**src/rtl/l1_l2_arbiter.sv**
```systemverilog
// l1_l2_arbiter: alternating-priority arbiter from icache/dcache onto a single L2 port
module l1_l2_arbiter #(
    parameter int ADDR_WIDTH = 16,
    parameter int LINE_WIDTH = 128
) (
    input  logic                  clk,
    input  logic                  rst,
    input  logic                  icache_L2_read,
    input  logic [ADDR_WIDTH-1:0] icache_L2_address,
    output logic [LINE_WIDTH-1:0] icache_L2_rdata,
    output logic                  icache_L2_resp,
    input  logic                  dcache_L2_read,
    input  logic                  dcache_L2_write,
    input  logic [ADDR_WIDTH-1:0] dcache_L2_address,
    input  logic [LINE_WIDTH-1:0] dcache_L2_wdata,
    output logic [LINE_WIDTH-1:0] dcache_L2_rdata,
    output logic                  dcache_L2_resp,
    output logic                  L2_read,
    output logic                  L2_write,
    output logic [ADDR_WIDTH-1:0] L2_address,
    output logic [LINE_WIDTH-1:0] L2_wdata,
    input  logic [LINE_WIDTH-1:0] L2_rdata,
    input  logic                  L2_resp
);
    typedef enum logic [1:0] {IDLE, SERVE_I, SERVE_D} state_t;
    state_t                state_q, state_d;
    logic                  prio_q, prio_d;
    logic                  is_write_q, is_write_d;
    logic [ADDR_WIDTH-1:0] addr_q, addr_d;
    logic [LINE_WIDTH-1:0] wdata_q, wdata_d;
    logic                  i_req, d_req, grant_i, grant_d;
    logic                  serve_i, serve_d, busy;

    always_ff @(posedge clk) begin
        if (rst) begin
            state_q    <= IDLE;
            prio_q     <= 1'b0;
            is_write_q <= 1'b0;
            addr_q     <= '0;
            wdata_q    <= '0;
        end else begin
            state_q    <= state_d;
            prio_q     <= prio_d;
            is_write_q <= is_write_d;
            addr_q     <= addr_d;
            wdata_q    <= wdata_d;
        end
    end

    assign i_req   = icache_L2_read;
    assign d_req   = dcache_L2_read | dcache_L2_write;
    assign grant_i = state_q == IDLE && i_req && (!d_req || !prio_q);
    assign grant_d = state_q == IDLE && d_req && (!i_req || prio_q);

    always_comb begin
        state_d    = state_q;
        prio_d     = prio_q;
        is_write_d = is_write_q;
        addr_d     = addr_q;
        wdata_d    = wdata_q;
        if (grant_i) begin
            state_d = SERVE_I;
            prio_d  = 1'b1;
            addr_d  = icache_L2_address;
        end else if (grant_d) begin
            state_d    = SERVE_D;
            prio_d     = 1'b0;
            addr_d     = dcache_L2_address;
            wdata_d    = dcache_L2_wdata;
            is_write_d = dcache_L2_write;
        end else if (state_q != IDLE && L2_resp) begin
            state_d = IDLE;
        end
    end

    // outputs are forced quiet during reset so an in-flight response is dropped
    always_comb begin
        busy            = state_q != IDLE && !rst;
        serve_i         = busy && state_q == SERVE_I;
        serve_d         = busy && state_q == SERVE_D;
        L2_read         = serve_i || (serve_d && !is_write_q);
        L2_write        = serve_d && is_write_q;
        L2_address      = busy ? addr_q : '0;
        L2_wdata        = serve_d ? wdata_q : '0;
        icache_L2_resp  = serve_i && L2_resp;
        dcache_L2_resp  = serve_d && L2_resp;
        icache_L2_rdata = busy ? L2_rdata : '0;
        dcache_L2_rdata = busy ? L2_rdata : '0;
    end
endmodule
```
**config.mk**
```make
export PLATFORM = sky130hd
export DESIGN_NAME = l1_l2_arbiter
export DESIGN_NICKNAME = d
export VERILOG_FILES = /design/src/rtl/l1_l2_arbiter.sv
export SDC_FILE = /design/constraint.sdc
export NUM_CORES = 1
export LEC_CHECK = 0
export ABC_AREA = 1
export ABC_CLOCK_PERIOD_IN_PS = 2400
export CAP_MARGIN = 20
export CORE_AREA = 5 5 268 270
export DETAILED_ROUTE_END_ITERATION = 8
export DIE_AREA = 0 0 273 275
export SETUP_SLACK_MARGIN = 0.02
export SYNTH_ARGS = -nofsm -noshare
export SYNTH_HDL_FRONTEND = slang
export SYNTH_SLANG_ARGS = --single-unit
export TNS_END_PERCENT = 10
```
**constraint.sdc**
```tcl
create_clock -name clk -period 2.4 [get_ports clk]
set_input_delay 0.36 -clock clk [delete_from_list [all_inputs] [get_ports clk]]
set_output_delay 0.36 -clock clk [all_outputs]
set_load 0.02 [all_outputs]
```
==> impl_metrics.env, run 1 <==
# source this file to load flow results
export IMPL_outcome="complete, no violations"
export IMPL_ys_cells=1324
export IMPL_ff2ff_path_depth=8
export IMPL_lay_top_count="inv_1"
export IMPL_use_met2_pct=22.5
export IMPL_p_comb_mw=3.31
export IMPL_leakagePower_nw=8.64
export IMPL_met2WireLength_mm=25.8
export IMPL_p_clk_share_pct=32.2
export IMPL_drive_above_1_share_pct=17.8
export IMPL_drv_cap=0
export IMPL_p_seq_mw=2.86
export IMPL_top_cells_by_count="313 x inv_1, 300 x nor2_1, 148 x dfxtp_1, 132 x a21oi_1, 131 x buf_4"
export IMPL_rrSetupSlack_ps=690
export IMPL_rsz0062_at_grt="yes"
export IMPL_ys_top_cells_by_area="dfxtp_1 35%, inv_1 14%, nor2_1 13%, buf_4 12%, a21oi_1 7.8%"
export IMPL_worstPathRequired_ps=2040
export IMPL_cts_resized_gates=403
export IMPL_synth_edff_count=0
export IMPL_fmax_ghz=0.430
export IMPL_nets=2262
export IMPL_numCtsBuffers=17
export IMPL_clk_pin_slew_ps=70
export IMPL_rr_endpoint="wdata_q[69]"
export IMPL_placementRows=97
export IMPL_dieArea_sq_um=75100
export IMPL_clock_path_buffers=2
export IMPL_dp_cells=2883
export IMPL_synth_seq_cells=148
export IMPL_syn_area_sq_um=8470
export IMPL_grt_pass1_wl_mm=72.5
export IMPL_wl_met1_mm=22.3
export IMPL_synth_area_per_cell_sq_um=6.40
export IMPL_sequentialPowerShare_pct=31.4
export IMPL_p_int_mw=5.85
export IMPL_port_buffer_count=697
export IMPL_yosysTopAreaCell="dfxtp_1"
export IMPL_path_class="flop to output pin"
export IMPL_gp_congestion=0.795
export IMPL_drv_slew=0
export IMPL_startpoint_type="flop"
export IMPL_core_area_sq_um=69300
export IMPL_p_sw_share_pct=35.6
export IMPL_p_total_mw=9.10
export IMPL_die_w_microns=273
-- run 1: final cells by class --
| cell class | instances | area (sq um) |
|---|---|---|
| Timing Repair Buffer | 832 | 8410 |
| Clock buffer | 18 | 439 |
| Sequential cell | 148 | 2970 |
| Tap cell | 940 | 1180 |
| Antenna cell | 7 | 17.5 |
| Fill cell | 7707 | 51900 |
| Multi-Input combinational cell | 656 | 3030 |
| Clock inverter | 14 | 173 |
| Inverter | 313 | 1180 |
-- run 1: state kept, by name, summed over array words and instances (netlist names) --
register    cells
state_q         2
wdata_q       128
is_write_q      1
prio_q          1
addr_q         16
-- run 1: critical path, cell delays in order (launching register included) --
cell,delay (ps)
dfxtp_2,360
inv_4,50
nand2_8,110
nand2_8,130
buf_16,200
buf_6,110
buf_6,110
nor2_4,140
buf_6,120
buf_12,120
Run 1, sequential cells coloured by netlist name:
Scale bar: 100 microns. Other sequential cells in the stronger grey, the rest of the logic in the fainter grey.
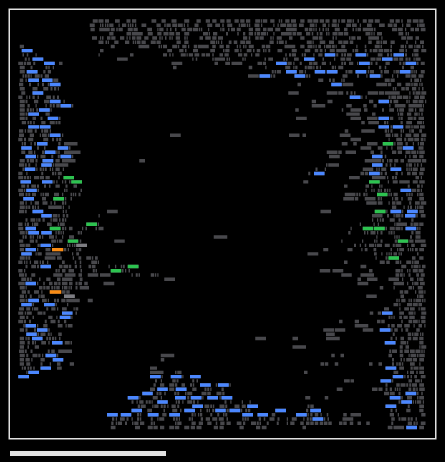
wdata_q -> blue  # placed flops 128, where spread over the die
addr_q -> green  # placed flops 16
state_q -> orange  # placed flops 2

Run 1, wiring by layer:
Scale bar: 100 microns. Only two layers are drawn.
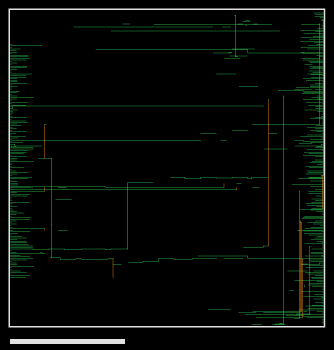
M4 -> orange  # wire length 1,190 microns
M3 -> green  # wire length 5,740 microns
post-DR wirelength/cell: 18.8 microns
All-Layer GR Usage: 13.6%
overall via count from detail_route: 10,100
final wirelength: 55.1 mm

Run 1, congestion heat map:
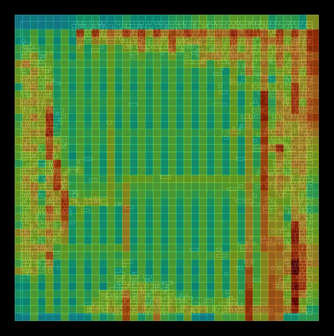
GRT busiest layer: met2
met1 Usage GRT: 15.8%
GR Util met3: 6.30%
Core Util, Final: 25.1%

==> run 1 -> run 2 <==
Settings changed: GPL_ROUTABILITY_DRIVEN set to 0.
==> run 2 against run 1 <==
  * Global-route usage did not move
  * Flip-flop count did not move
  * Utilization did not move
  * Die size did not move
  * First-iteration DRC count did not move
  * Cell count did not move
  * Maximum frequency did not move
  * Critical path depth did not move
  * Synthesized area did not move
  * Worst hold slack did not move
  * Worst setup slack did not move
  * Critical endpoint unchanged
  * Largest power group unchanged
==> impl_metrics.env, run 2 <==
# source this file to load flow results
export IMPL_path_cells="inv_4 > nand2_8 > nand2_8 > buf_16 > buf_6 > buf_6 > nor2_4 > buf_6 > buf_12"
export IMPL_num_clock_buffers=18
export IMPL_drv_slew=0
export IMPL_outcome="complete, no violations"
export IMPL_taps=940
export IMPL_vias=10100
export IMPL_post_drt_wl_per_cell_microns=18.8
export IMPL_lay_top_count="inv_1"
export IMPL_regArea_sq_um=2970
export IMPL_reg_top3="wdata_q (128), addr_q (16), state_q (2)"
export IMPL_n_all_buffers=832
export IMPL_die_w_microns=273
export IMPL_rrSetupSlack_ps=690
export IMPL_track_usage_pct=13.6
export IMPL_cpPeakStageDelay_ps=360
export IMPL_fmax_ghz=0.430
export IMPL_wl_met1_mm=22.3
export IMPL_placementRows=97
export IMPL_sh_comb_area_pct=17.4
export IMPL_dieArea_sq_um=75100
export IMPL_comb_cells=656
export IMPL_rr_endpoint="wdata_q[69]"
export IMPL_syn_area_sq_um=8470
-- run 2: cell counts after synthesis --
Identical to the previous run, type by type.
-- run 2: timing repair --
action | CTS | global route
setup endpoints to repair | 338 | 96
gates resized | 403 | 44
setup buffers | 0 | 3
cloned | 0 | 3
pin swaps | 1 | 3
-- run 2: cell families (layout without fill, tap and decap cells) --
family / after synthesis / after routing / share of synthesized area [%]
AND-OR/OR-AND: 261 / 261 / 15.4
buffers and inverters: 521 / 1177 / 30.7
flip-flops: 148 / 148 / 35.0
other: 0 / 7 / 0
AND/OR/NAND/NOR: 394 / 395 / 18.9
-- run 2: report_power, final --
part / internal (mW) / switching, mW
registers: 2.78 / 0.0767
logic: 1.48 / 1.83
clock network: 1.59 / 1.34
Run 2, cell area per tile:
The die is cut into 27 by 28 equal tiles; black is low, pale yellow is high, 0 to 100% covered.
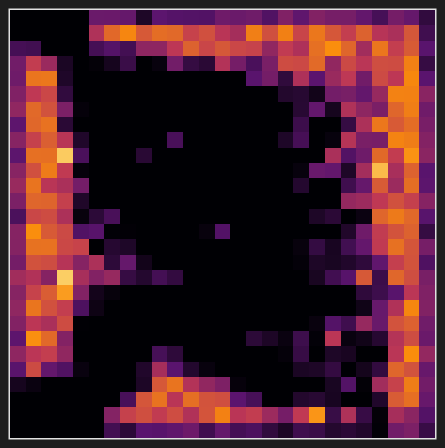
mean over tiles = 22%
densest ninth of the die = north-east
emptiest ninth of the die = centre
tiles over 75% full = 1.3%
fullest tile = 89%
nearly empty tiles = 42%
total core area: 69,300 sq um
Core Util at FP: 12.2%

Run 2, sequential cells coloured by netlist name:
Scale bar: 100 microns. Other sequential cells in the stronger grey, the rest of the logic in the fainter grey.
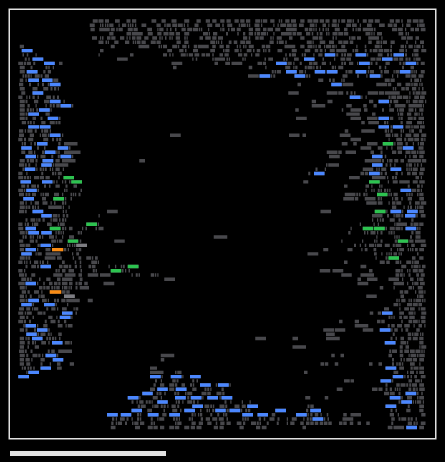
state_q -> orange  # placed flops 2
addr_q -> green  # placed flops 16
wdata_q -> blue  # placed flops 128, where spread over the die
not coloured = 2

==> run 2 -> run 3 <==
Settings changed: ABC_CLOCK_PERIOD_IN_PS 2400 to 2350, CORE_AREA 5 5 268 270 to 5 5 271 273, DIE_AREA 0 0 273 275 to 0 0 276 278.
Clock period 2.4 ns to 2.35 ns, I/O delays scaled along.
==> run 3 against run 2 <==
  * Flip-flop count unchanged
  * Cell count down 0.10%
  * Combinational power about the same
  * Final area down 3.7%
  * Synthesized cell count unchanged
  * Critical path type unchanged
==> impl_metrics.env, run 3 <==
# source this file to load flow results
export IMPL_outcome="complete, no violations"
export IMPL_die_w_microns=276
export IMPL_ys_sh_aoi_pct=15.4
export IMPL_antenna_left=0
export IMPL_crit_cells=7
export IMPL_yosysTopAreaCell="dfxtp_1"
export IMPL_dieArea_sq_um=76700
export IMPL_fmax_ghz=0.435
export IMPL_mux_share_pct=0
export IMPL_taps=950
export IMPL_vias=10100
export IMPL_dp_hpwl_mm=44.4
export IMPL_p_sw_share_pct=36.7
export IMPL_stdcell_count=2925
export IMPL_post_drt_wl_per_cell_microns=18.1
export IMPL_cp_common_cell="buf_4"
export IMPL_pwr_share_comb_pct=36.8
export IMPL_p_int_mw=5.64
export IMPL_top_logic_kind="buffers and inverters"
export IMPL_rsz0062_at_grt="yes"
export IMPL_simple_gate_share_pct=18.9
export IMPL_first_global_vias=9878
export IMPL_num_clock_buffers=17
export IMPL_path_cells="inv_1 > nand2_2 > nand2_4 > buf_12 > buf_4 > nor2_2 > buf_4"
export IMPL_reg_top3="wdata_q (128), addr_q (16), state_q (2)"
export IMPL_comb_cells=655
export IMPL_placementRows=98
export IMPL_cpPeakStageDelay_ps=330
export IMPL_syn_area_sq_um=8470
export IMPL_p_clk_share_pct=30.5
export IMPL_rr_endpoint="wdata_q[48]"
export IMPL_n_all_buffers=824
export IMPL_drv_slew=0
export IMPL_adder_share_pct=0
export IMPL_switchingPower_mw=3.27
run 3: cell counts after synthesis:
No cell type changed its count.
run 3: repair_timing:
item,4_1_cts,5_1_grt
endpoints found under the setup margin,364,259
pin swaps,0,1
setup buffers,0,1
hold endpoints to repair,0,0
hold buffers,0,0
resized,662,139
run 3: power by group through the flow:
stage | clock, mW | sequential [mW] | combinational, mW
2_1_floorplan | 0 | 2.96 | 1.68
5_1_grt | 2.93 | 2.94 | 3.56
3_5_place_dp | 0 | 2.97 | 3.45
4_1_cts | 2.86 | 2.92 | 3.33
3_3_place_gp | 0 | 2.97 | 3.45
6_report | 2.71 | 2.92 | 3.28
run 3: stage by stage:
stage	TNS (ps)	worst slack, ps
floorplan	0	465
global placement	-65340	-426
detailed placement	-57980	-411
CTS	-486	-82.1
global route	-162	-28.0
finish	0	51.1
Run 3, cell area per tile:
The die is cut into 28 by 28 equal tiles; black is low, pale yellow is high, 0 to 100% covered.
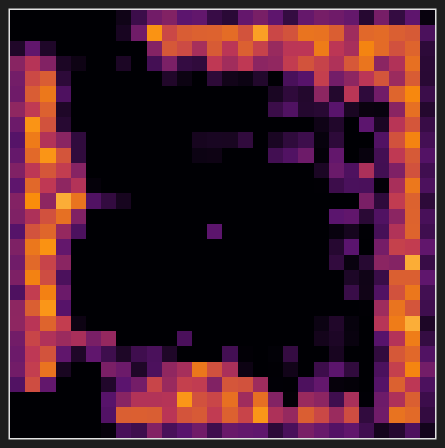
fullest tile = 82%
emptiest ninth of the die = centre
mean over tiles = 20%
tiles over 75% full = 1.5%
Core Util, Final: 23.6%
Core Util at FP: 12.0%
total core area: 70,900 sq um

Run 3, sequential cells coloured by netlist name:
Scale bar: 100 microns. Other sequential cells in the stronger grey, the rest of the logic in the fainter grey.
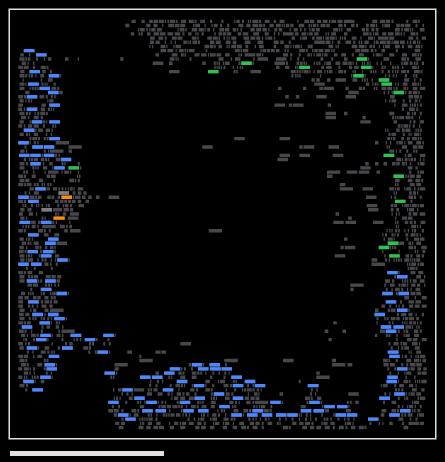
Reg area: 2960 sq um
sequential logic power: 2.92 mW
sequential cell area share: 17.7%

No activity file was given, so power comes from the tool's default toggle rates.
